Fig. 1: routed clock nets over the placement
The bar under the picture is 20 um long.
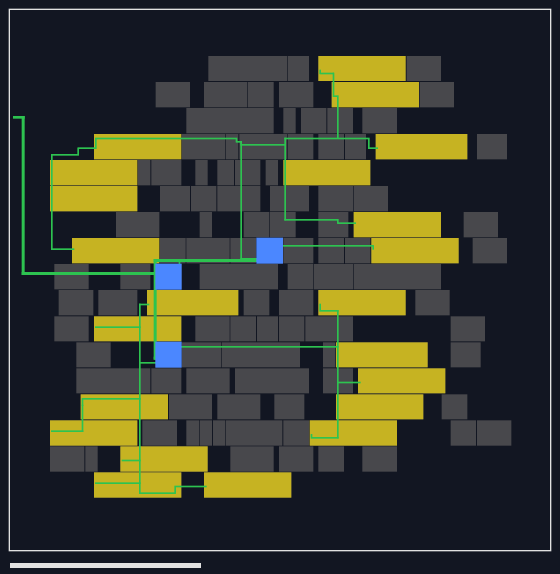
Fig. 2: the clock network
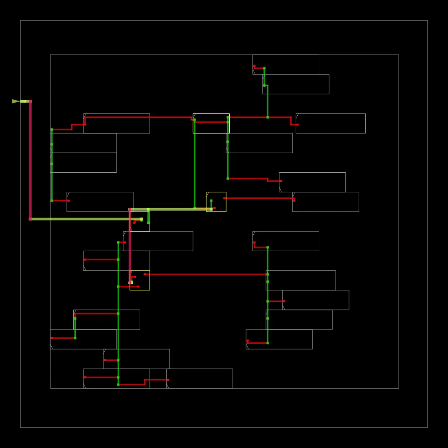
Fig. 3: wiring by layer
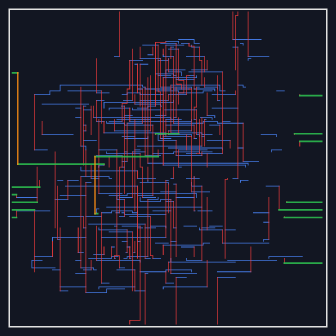
Fig. 4: gate-type map
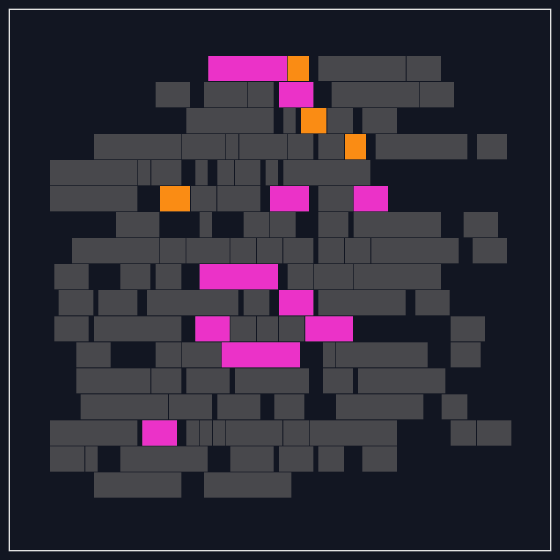
Fig. 5: nets reached from selected ports
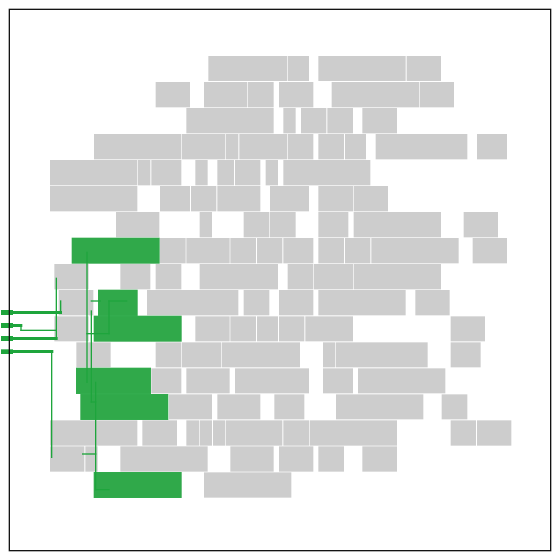
===== config.mk =====
export PLATFORM = sky130hd
export DESIGN_NAME = downcount_seg_driver
export DESIGN_NICKNAME = d
export VERILOG_FILES = /design/src/rtl/downcount_seg_driver_pkg.sv /design/src/rtl/downcount_seg_driver_hex_to_seg7.sv /design/src/rtl/downcount_seg_driver.sv
export SDC_FILE = /design/constraint.sdc
export NUM_CORES = 1
export LEC_CHECK = 0
export CAP_MARGIN = 20
export CORE_MARGIN = 4
export CORE_UTILIZATION = 45
export DETAILED_ROUTE_END_ITERATION = 8
export HOLD_SLACK_MARGIN = 0.08
export PLACE_DENSITY = 0.77
export SETUP_SLACK_MARGIN = 0.1
export SYNTH_ARGS = -nofsm -noshare
export SYNTH_HDL_FRONTEND = slang
export SYNTH_SLANG_ARGS = --single-unit

===== constraint.sdc =====
create_clock -name clk -period 1.9 [get_ports clk]
set_clock_uncertainty 0.2 [all_clocks]
set_input_delay 0.38 -clock clk [delete_from_list [all_inputs] [get_ports clk]]
set_output_delay 0.38 -clock clk [all_outputs]
set_load 0.005 [all_outputs]

===== src/rtl/downcount_seg_driver_pkg.sv =====
// Shared constants for the down-counter display driver: active-low segment
// patterns (gfedcba) and active-low digit-enable codes.
package downcount_seg_driver_pkg;

  localparam logic [6:0] SEG_0 = 7'h40;
  localparam logic [6:0] SEG_1 = 7'h79;
  localparam logic [6:0] SEG_2 = 7'h24;
  localparam logic [6:0] SEG_3 = 7'h30;
  localparam logic [6:0] SEG_4 = 7'h19;
  localparam logic [6:0] SEG_5 = 7'h12;
  localparam logic [6:0] SEG_6 = 7'h02;
  localparam logic [6:0] SEG_7 = 7'h78;
  localparam logic [6:0] SEG_8 = 7'h00;
  localparam logic [6:0] SEG_9 = 7'h10;
  localparam logic [6:0] SEG_A = 7'h08;
  localparam logic [6:0] SEG_B = 7'h03;
  localparam logic [6:0] SEG_C = 7'h46;
  localparam logic [6:0] SEG_D = 7'h21;
  localparam logic [6:0] SEG_E = 7'h06;
  localparam logic [6:0] SEG_F = 7'h0E;

  localparam logic [1:0] AN_DIG0 = 2'b10;
  localparam logic [1:0] AN_DIG1 = 2'b01;
  localparam logic [1:0] AN_OFF  = 2'b11;

endpackage


===== src/rtl/downcount_seg_driver_hex_to_seg7.sv =====
// Combinational hex digit to active-low 7-segment pattern (gfedcba).
module hex_to_seg7
  import downcount_seg_driver_pkg::*;
(
  input  logic [3:0] digit,
  output logic [6:0] seg
);

  always_comb begin
    seg = SEG_0;
    case (digit)
      4'h0: seg = SEG_0;
      4'h1: seg = SEG_1;
      4'h2: seg = SEG_2;
      4'h3: seg = SEG_3;
      4'h4: seg = SEG_4;
      4'h5: seg = SEG_5;
      4'h6: seg = SEG_6;
      4'h7: seg = SEG_7;
      4'h8: seg = SEG_8;
      4'h9: seg = SEG_9;
      4'hA: seg = SEG_A;
      4'hB: seg = SEG_B;
      4'hC: seg = SEG_C;
      4'hD: seg = SEG_D;
      4'hE: seg = SEG_E;
      4'hF: seg = SEG_F;
      default: seg = SEG_0;
    endcase
  end

endmodule


===== src/rtl/downcount_seg_driver.sv =====
// Watches a 4-bit down-counter, counts its 0->F wraps in a borrow digit and
// scans both digits onto a 2-digit multiplexed active-low 7-segment display.
module downcount_seg_driver
  import downcount_seg_driver_pkg::*;
#(
  parameter int         SCAN_DIV = 4,
  parameter logic [3:0] HI_INIT  = 4'h0
) (
  input  logic       clk,
  input  logic       reset,
  input  logic [3:0] q_in,
  input  logic       en,
  output logic       borrow,
  output logic [3:0] hi_digit,
  output logic [6:0] seg,
  output logic [1:0] an
);

  localparam int CW = $clog2(SCAN_DIV);
  localparam logic [CW-1:0] SCAN_LAST = CW'(SCAN_DIV - 1);

  logic [3:0]    q_d;
  logic          prev_valid;
  logic [CW-1:0] scan_cnt;
  logic          sel;
  logic          wrap;
  logic [3:0]    shown_digit;
  logic [6:0]    seg_next;

  // prev_valid gates detection so the first sample after reset cannot look like a wrap
  assign wrap        = prev_valid & en & (q_d == 4'h0) & (q_in == 4'hF);
  assign shown_digit = sel ? hi_digit : q_d;

  hex_to_seg7 u_dec (
    .digit (shown_digit),
    .seg   (seg_next)
  );

  always_ff @(posedge clk or negedge reset) begin
    if (!reset) begin
      q_d        <= 4'h0;
      prev_valid <= 1'b0;
      borrow     <= 1'b0;
      hi_digit   <= HI_INIT;
      scan_cnt   <= '0;
      sel        <= 1'b0;
      an         <= AN_DIG0;
      seg        <= SEG_0;
    end else begin
      q_d        <= q_in;
      prev_valid <= 1'b1;
      borrow     <= wrap;
      if (wrap)
        hi_digit <= hi_digit - 4'h1;

      if (scan_cnt == SCAN_LAST) begin
        scan_cnt <= '0;
        sel      <= ~sel;
      end else begin
        scan_cnt <= scan_cnt + CW'(1);
      end

      // an and seg load from the same sel on the same edge, so digits never ghost
      an  <= sel ? AN_DIG1 : AN_DIG0;
      seg <= seg_next;
    end
  end

endmodule


==> results.txt <==
impl run done, here's what came out: outcome complete, no violations, Cell Chain, Critical Path mux2i_4 > inv_2 > ha_1 > mux4_2, Post-Syn Instances 75, Filler cells 174, FF/Latch Area 554 um2, Leakage 0.000710 uW, final WL 1940 um, vias per cell 4.88, die height 56.4 um, overall power 908 uW, Startpoint Class flop, H-tree level count 1, Comb area 492 um2, post-DR wirelength/cell 13.5 um, Iter 0 DRT Violations 8, Critical Path Stages 4, Seq share, synth 52.4%, FP Core Util 47.3%, DP Area 1370 um2, area grow syn2layout 42.4%, gr ovfl total 0, number of cells in Yosys stat 75, leading post-synthesis cells by cell area dfrtp_1 (47%), ha_1 (9.5%), mux2i_1 (5.7%), antenna violations before repair 0, GRT Overall Usage 13.4%, first-pass iteration count of the detailed router 2, CTS tree built, Max-area cell share 47.4%, yosys stat chip area 1060 um2, Metal-1 WL 902 um, Buf/Inv on CP 1, Crit Path Class reg -> reg, Cells after DPL 131, Worst R2R Path Depth 4, final setup margin 0.0654 ns, met1 Usage GRT 16.6%, Most common reg cell dfrtp_1, met3 Track Usage GR 2.53%, largest area contributor in the netlist dfrtp_1, hold_ws 0.197 ns, largest net degree at the start of global routing 23, Post-synth EDFFs 0, met3 WL post-DR 86 um, Met2 Routed Length 928 um, Final #Nets 132, via count 703, DP HPWL 1360 um, final slew viol count 0, unrepaired setup endpoints after global routing true, max cap viols 0, first-pass GRT wire length 3370 um, Yosys top cell by instances dfrtp_1, ANT cells 0, # DRC 0, CTS clk-pin slew, worst paths 0.13 ns, worst hold path class in -> async, clock root cell clkbuf_4, Tmin final 1.83 ns, Final setup viols 0, most used routing layer met2, worst endpoint required time 1.90 ns, Max clock buf depth 2, Slowest-stage cell, CP dfrtp_2, number of global-route vias before repair 782, M2 GR Usage 23.1%, Crit Path Max Fanout 4, top cells by count, synth dfrtp_1 (20), ha_1 (8), inv_1 (7), mux2i_1 (6), xor2_1 (3), Critical Path Sink Type flop, arrival time at the worst endpoint 1.83 ns, fmax 545 MHz, Seq cells post-synth 22, fin util 67.3%
## Picture notes: Fig. 1
legend:
  flip-flops:
    colour: yellow
    count: 22
  clock wires:
    colour: green
    length: 253 um
  clock-net drivers:
    colour: blue
    count: 3
routed clock nets: 4

## Picture notes: Fig. 2
Clock Power: 262 uW
clock buffer count: 4
Clock Latency Late Sink: 0.31 ns
Clock Sinks: 22
Num CTS Buffers: 3

## Picture notes: Fig. 3
legend:
  M4:
    colour: orange
    wire_length: 26.5 um
  M2:
    colour: red
    wire_length: 928 um
  M3:
    colour: green
    wire_length: 86.2 um
  M1:
    colour: blue
    wire_length: 902 um

## Picture notes: Fig. 4
legend:
  mux cells:
    colour: magenta
    cells: 10
    most_used: mux2i_1
  aoi and oai cells:
    colour: orange
    cells: 4
    most_used: o22ai_1
    where: top middle
Cell Count, Final, Fillers Out: 144
multi-input gate share of total cell area: 32.7%

## Picture notes: Fig. 5
legend:
  `q_in`:
    colour: green
    bits: 4
    direction: input
    end_cells: 6
    wire: 82.5 um
port bufs: 20
io pins: 21

placed cells by master, fill, tap and decap left out, types with 2 or more instances in the layout:
master / count
buf_4: 19
clkbuf_4: 3
clkdlybuf4s50_1: 16
dfrtp_1: 19
dfstp_2: 2
dlygate4sd2_1: 2
dlymetal6s2s_1: 2
ha_1: 6
ha_4: 2
inv_1: 6
inv_2: 2
mux2i_1: 5
mux2i_4: 2
o22ai_1: 2
xnor2_1: 2
xor2_1: 3
cell families (layout without fill, tap and decap cells):
family	after synthesis	in the layout	share of synthesized area, %
fa+ha+maj	8	8	9.48
xor+xnor	5	5	4.15
simple gates	12	12	12.2
buf+inv	11	52	5.45
other cells	1	1	0.355
compound gates	6	6	4.50
mux	10	10	11.5
flops	22	22	52.4
worst paths after layout:
path	start	end	slack (ns)
max reg2reg	sel	seg[3]	0.07
max	sel	seg[3]	0.07
min reg2reg	scan_cnt[0]	scan_cnt[0]	0.24
max in group asynchronous	reset	an[1]	1.03
min	reset	seg[0]	0.20
min in group clk	scan_cnt[0]	scan_cnt[0]	0.24
report_power, final:
group | internal [uW] | leakage (uW) | switching [uW]
sequential | 488 | 0.000265 | 8.19
clock | 117 | 0.0000210 | 145
combinational | 84.6 | 0.000424 | 65.5
total | 690 | 0.000710 | 218
repair_timing:
action | CTS | global route
setup buffers | 8 | 1
setup endpoints to repair | 12 | 9
gates resized | 5 | 4
pin swaps | 0 | 1
state kept, by name (all words and copies together), names as in the netlist:
signal,flops
an,2
sel,1
q_d,4
seg,7
prev_valid,1
borrow,1
scan_cnt,2
hi_digit,4
final cells by class:
class                      count  area share (%)
multi-input combinational     42            32.7
tap                           28            2.33
inverter                       8            2.00
clock buffer                   4            2.41
timing repair buffer          40            23.7
sequential                    22            36.9
Power is estimated from default activity; no workload was simulated.
